File: src/rtl/alu_seq_if.sv
// Request/response bundle for alu_seq: operands and opcode in, registered result and flags out.
// Start is accepted on a rising edge only while Busy is 0; Done is a one-cycle strobe qualifying Result/flags.
interface alu_seq_if #(
    parameter int WIDTH = 16,
    parameter int SHW   = $clog2(WIDTH)
);
    logic             Start;
    logic [WIDTH-1:0] A;
    logic [WIDTH-1:0] B;
    logic [3:0]       Operacioni;
    logic [SHW-1:0]   SHAMT;
    logic             Busy;
    logic             Done;
    logic [WIDTH-1:0] Result;
    logic             Zero;
    logic             Overflow;
    logic             CarryOut;
    logic             dbg_state;

    modport master (
        output Start, A, B, Operacioni, SHAMT,
        input  Busy, Done, Result, Zero, Overflow, CarryOut, dbg_state
    );

    modport slave (
        input  Start, A, B, Operacioni, SHAMT,
        output Busy, Done, Result, Zero, Overflow, CarryOut, dbg_state
    );
endinterface

File: src/rtl/alu_seq.sv
// Sequential ALU: single-cycle logic/arith/shift ops plus an optional shift-add multiplier.
// Define ALU_SEQ_MUL_EN to build the MUL opcode and MUL state; otherwise opcode 1011 is unlisted.
module alu_seq #(
    parameter int WIDTH = 16,
    parameter int SHW   = $clog2(WIDTH)
) (
    input logic      Clock,
    input logic      Reset,
    alu_seq_if.slave bus
);
    localparam logic [0:0] IDLE = 1'b0;
`ifdef ALU_SEQ_MUL_EN
    localparam logic [0:0] MUL  = 1'b1;
    localparam logic [3:0] OP_MUL = 4'b1011;
`endif
    localparam logic [3:0] OP_AND = 4'b0000;
    localparam logic [3:0] OP_OR  = 4'b0001;
    localparam logic [3:0] OP_ADD = 4'b0010;
    localparam logic [3:0] OP_SUB = 4'b0110;
    localparam logic [3:0] OP_SLT = 4'b0111;
    localparam logic [3:0] OP_SLL = 4'b1000;
    localparam logic [3:0] OP_SRL = 4'b1001;
    localparam logic [3:0] OP_SRA = 4'b1010;

    logic [0:0]       state;
    logic             done_q;
    logic [WIDTH-1:0] result_q;
    logic             zero_q;
    logic             ovf_q;
    logic             carry_q;

    logic [SHW-1:0]   shamt;
    logic [WIDTH:0]   add_sum;
    logic [WIDTH-1:0] alu_res;
    logic             alu_ovf;
    logic             alu_carry;

    assign shamt = bus.SHAMT;

    // Single-cycle datapath works straight off the bus so it is registered on the accept edge.
    always_comb begin
        add_sum   = '0;
        alu_res   = '0;
        alu_ovf   = 1'b0;
        alu_carry = 1'b0;
        case (bus.Operacioni)
            OP_AND: alu_res = bus.A & bus.B;
            OP_OR:  alu_res = bus.A | bus.B;
            OP_ADD: begin
                add_sum   = {1'b0, bus.A} + {1'b0, bus.B};
                alu_res   = add_sum[WIDTH-1:0];
                alu_carry = add_sum[WIDTH];
                alu_ovf   = (bus.A[WIDTH-1] == bus.B[WIDTH-1]) && (add_sum[WIDTH-1] != bus.A[WIDTH-1]);
            end
            OP_SUB: begin
                add_sum   = {1'b0, bus.A} + {1'b0, ~bus.B} + {{WIDTH{1'b0}}, 1'b1};
                alu_res   = add_sum[WIDTH-1:0];
                alu_carry = add_sum[WIDTH];
                alu_ovf   = (bus.A[WIDTH-1] != bus.B[WIDTH-1]) && (add_sum[WIDTH-1] != bus.A[WIDTH-1]);
            end
            OP_SLT: alu_res = {{(WIDTH-1){1'b0}}, ($signed(bus.A) < $signed(bus.B))};
            OP_SLL: alu_res = bus.A << shamt;
            OP_SRL: alu_res = bus.A >> shamt;
            OP_SRA: alu_res = $signed(bus.A) >>> shamt;
            default: ;
        endcase
    end

`ifdef ALU_SEQ_MUL_EN
    logic [WIDTH-1:0]   mcand;
    logic [2*WIDTH-1:0] prod;
    logic [SHW-1:0]     cnt;
    logic [WIDTH:0]     step_sum;
    logic [2*WIDTH-1:0] prod_next;

    // prod holds {partial high, remaining multiplier bits}; each step adds and shifts right by one.
    always_comb begin
        step_sum  = {1'b0, prod[2*WIDTH-1:WIDTH]} + {1'b0, (prod[0] ? mcand : {WIDTH{1'b0}})};
        prod_next = {step_sum, prod[WIDTH-1:1]};
    end
`endif

    always_ff @(posedge Clock) begin
        if (!Reset) begin
            state    <= IDLE;
            done_q   <= 1'b0;
            result_q <= '0;
            zero_q   <= 1'b1;
            ovf_q    <= 1'b0;
            carry_q  <= 1'b0;
`ifdef ALU_SEQ_MUL_EN
            mcand    <= '0;
            prod     <= '0;
            cnt      <= '0;
`endif
        end else begin
            done_q <= 1'b0;
            case (state)
                IDLE: begin
                    if (bus.Start) begin
`ifdef ALU_SEQ_MUL_EN
                        if (bus.Operacioni == OP_MUL) begin
                            state <= MUL;
                            mcand <= bus.A;
                            prod  <= {{WIDTH{1'b0}}, bus.B};
                            cnt   <= '0;
                        end else
`endif
                        begin
                            result_q <= alu_res;
                            zero_q   <= (alu_res == '0);
                            ovf_q    <= alu_ovf;
                            carry_q  <= alu_carry;
                            done_q   <= 1'b1;
                        end
                    end
                end
`ifdef ALU_SEQ_MUL_EN
                MUL: begin
                    prod <= prod_next;
                    cnt  <= cnt + 1'b1;
                    // Last multiplier bit: the counter wraps back to 0 on its own.
                    if (cnt == SHW'(WIDTH-1)) begin
                        state    <= IDLE;
                        done_q   <= 1'b1;
                        result_q <= prod_next[WIDTH-1:0];
                        zero_q   <= (prod_next[WIDTH-1:0] == '0);
                        ovf_q    <= |prod_next[2*WIDTH-1:WIDTH];
                        carry_q  <= 1'b0;
                    end
                end
`endif
                default: state <= IDLE;
            endcase
        end
    end

`ifdef ALU_SEQ_MUL_EN
    assign bus.Busy = (state == MUL);
`else
    assign bus.Busy = 1'b0;
`endif
    assign bus.Done      = done_q;
    assign bus.Result    = result_q;
    assign bus.Zero      = zero_q;
    assign bus.Overflow  = ovf_q;
    assign bus.CarryOut  = carry_q;
    assign bus.dbg_state = state;
endmodule
File: src/flat_wrapper.sv
// flat-port wrapper written by rule: the top's interface ports become plain ports
module alu_seq_flat 
#(
    parameter int WIDTH = 16,
    parameter int SHW   = $clog2(WIDTH)
)
  (Clock, Reset, bus_Start, bus_A, bus_B, bus_Operacioni, bus_SHAMT, bus_Busy, bus_Done, bus_Result, bus_Zero, bus_Overflow, bus_CarryOut, bus_dbg_state);
  alu_seq_if #(.WIDTH(WIDTH), .SHW(SHW)) bus_i ();
  input logic Clock;
  input logic Reset;
  input wire logic [$bits(bus_i.Start)-1:0] bus_Start;
  input wire logic [$bits(bus_i.A)-1:0] bus_A;
  input wire logic [$bits(bus_i.B)-1:0] bus_B;
  input wire logic [$bits(bus_i.Operacioni)-1:0] bus_Operacioni;
  input wire logic [$bits(bus_i.SHAMT)-1:0] bus_SHAMT;
  output wire logic [$bits(bus_i.Busy)-1:0] bus_Busy;
  output wire logic [$bits(bus_i.Done)-1:0] bus_Done;
  output wire logic [$bits(bus_i.Result)-1:0] bus_Result;
  output wire logic [$bits(bus_i.Zero)-1:0] bus_Zero;
  output wire logic [$bits(bus_i.Overflow)-1:0] bus_Overflow;
  output wire logic [$bits(bus_i.CarryOut)-1:0] bus_CarryOut;
  output wire logic [$bits(bus_i.dbg_state)-1:0] bus_dbg_state;
  assign bus_i.Start = bus_Start;
  assign bus_i.A = bus_A;
  assign bus_i.B = bus_B;
  assign bus_i.Operacioni = bus_Operacioni;
  assign bus_i.SHAMT = bus_SHAMT;
  assign bus_Busy = bus_i.Busy;
  assign bus_Done = bus_i.Done;
  assign bus_Result = bus_i.Result;
  assign bus_Zero = bus_i.Zero;
  assign bus_Overflow = bus_i.Overflow;
  assign bus_CarryOut = bus_i.CarryOut;
  assign bus_dbg_state = bus_i.dbg_state;
  alu_seq #(.WIDTH(WIDTH), .SHW(SHW)) u_core (.Clock(Clock), .Reset(Reset), .bus(bus_i));
endmodule
File: config.mk
export PLATFORM = sky130hd
export DESIGN_NAME = alu_seq_flat
export DESIGN_NICKNAME = d
export VERILOG_FILES = /design/src/rtl/alu_seq_if.sv /design/src/rtl/alu_seq.sv /design/src/flat_wrapper.sv
export SDC_FILE = /design/constraint.sdc
export NUM_CORES = 1
export LEC_CHECK = 0
export ABC_AREA = 1
export CAP_MARGIN = 15
export CORE_AREA = 2 2 105 107
export DETAILED_ROUTE_END_ITERATION = 10
export DIE_AREA = 0 0 107 109
export GPL_TIMING_DRIVEN = 0
export PLACE_DENSITY = 0.73
export SLEW_MARGIN = 20
export SYNTH_ARGS = -nofsm -noshare
export SYNTH_HDL_FRONTEND = slang
export SYNTH_SLANG_ARGS = --single-unit
File: constraint.sdc
create_clock -name Clock -period 3.8 [get_ports Clock]
set_input_delay 0.95 -clock Clock [delete_from_list [all_inputs] [get_ports Clock]]
set_output_delay 0.95 -clock Clock [all_outputs]
set_load 0.02 [all_outputs]
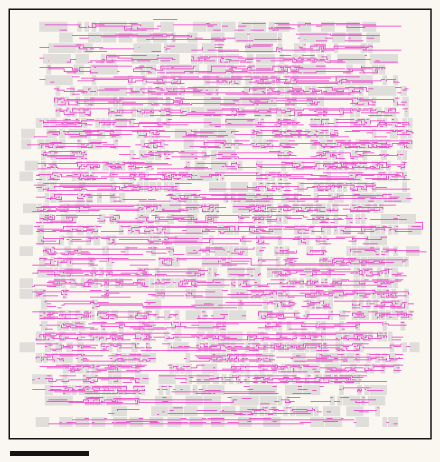
**Above:** met1 routing.
The bar under the picture is 20 um long. Cells faint in the background.
- wire length on this layer: 8,540 um
- longest straight run: 71.8 um
- nets with wire on the layer: 1,048
via count: 6,488
DRT Wirelength: 19,300 um

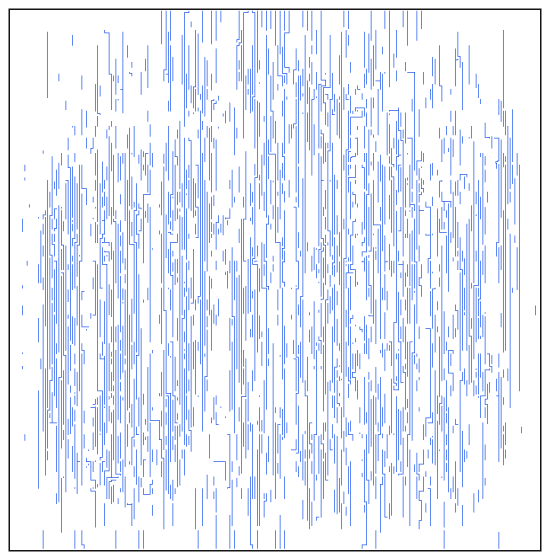
**Above:** metal 2.
- nets with wire on the layer: 862
- main direction: vertical
- share of all routed wire: 45%
met2 Use GR: 0.552

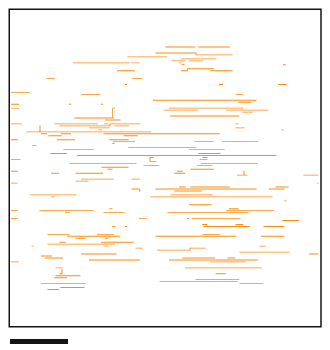
**Above:** met3 routing.
The bar under the picture is 20 um long.
- share of all routed wire: 7.4%
- wire length on this layer: 1,420 um
met3 Track Usage GR: 0.0269

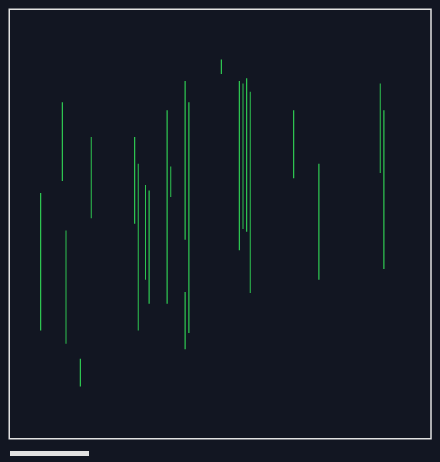
**Above:** met4 routing.
The bar under the picture is 20 um long.
- main direction: vertical
- longest straight run: 58.5 um
- wire length on this layer: 677 um

==> run notes <==
run results: Buffers on Ports 58, Die H 109 um, area leader, netlist nand2_1, skew final 0 ns, Switch Pwr 0.559 mW, grt ovf 0, DP HPWL 16,000 um, yosys xor share 0.00165, Peak VDD IR 193 uV, Synth Instances 988, Logic family by area simple AND/OR/NAND/NOR gates, Critical Path AT 3.89 ns, status complete, no violations, Ports 65, WP data required 4.01 ns, Post-Syn Area 5300 sq um, Comb/total area 0.676, layout cells sized above 1 0.0799, Rel. slew slack 0.602, met1 usage 0.445, # clk buffers 4, top cell family by delay on the critical path simple AND/OR/NAND/NOR gates, total power 1.12 mW, n_taps 140, # hold bufs at CTS 0, Power Density 184 nW/um^2, wire length on met3 1420 um, Pins Over Slew Limit 0, Placement Rows 38
==> sequential cells by signal, indices dropped and copies added (netlist names) <==
| signal | flops |
|---|---|
| u_core.bus.CarryOut | 1 |
| u_core.bus.Done | 1 |
| u_core.bus.Zero | 1 |
| u_core.bus.Result | 16 |
| u_core.bus.Overflow | 1 |
==> worst paths after layout <==
check / endpoint / from / slack, ns / depth (start not counted)
hold reg to reg: u_core.bus.Zero$_SDFFE_PN1P_ / u_core.bus.Zero$_SDFFE_PN1P_ / 0.49 / 2
hold / removal: u_core.bus.Zero$_SDFFE_PN1P_ / u_core.bus.Zero$_SDFFE_PN1P_ / 0.49 / 2
setup / recovery: u_core.bus.Zero$_SDFFE_PN1P_ / bus_A[0] / 0.13 / 19
setup reg to reg: u_core.bus.Result[2]$_SDFFE_PN0P_ / u_core.bus.Result[2]$_SDFFE_PN0P_ / 3.05 / 3
==> cell usage after synthesis (all sizes together) <==
cell type / number
a21oi: 42
and3: 1
inv: 142
nand3: 172
o21bai: 2
nand3b: 5
xor2: 1
nand2: 332
and2: 2
conb: 1
clkbuf: 3
or2: 2
dfxtp: 20
o211ai: 9
a31oi: 4
nor2: 104
a21boi: 1
o21ai: 31
o22ai: 4
fa: 2
ha: 54
o31ai: 1
buf: 34
nand4: 10
nor3: 9
==> per-stage QoR <==
step | setup TNS (ns) | hold WS (ns) | worst slack (ns) | util | std cells
2_1_floorplan | 0 | 0.589 | 1.17 | - | 989
3_3_place_gp | -0.0557 | 0.464 | -0.0557 | 0.571 | 1187
3_5_place_dp | -0.0630 | 0.470 | -0.0630 | 0.571 | 1187
4_1_cts | 0 | 0.490 | 0.184 | 0.576 | 1191
5_1_grt | 0 | 0.504 | 0.0282 | 0.577 | 1191
6_report | 0 | 0.492 | 0.125 | 0.577 | 1191
No activity file was given, so power comes from the tool's default toggle rates.
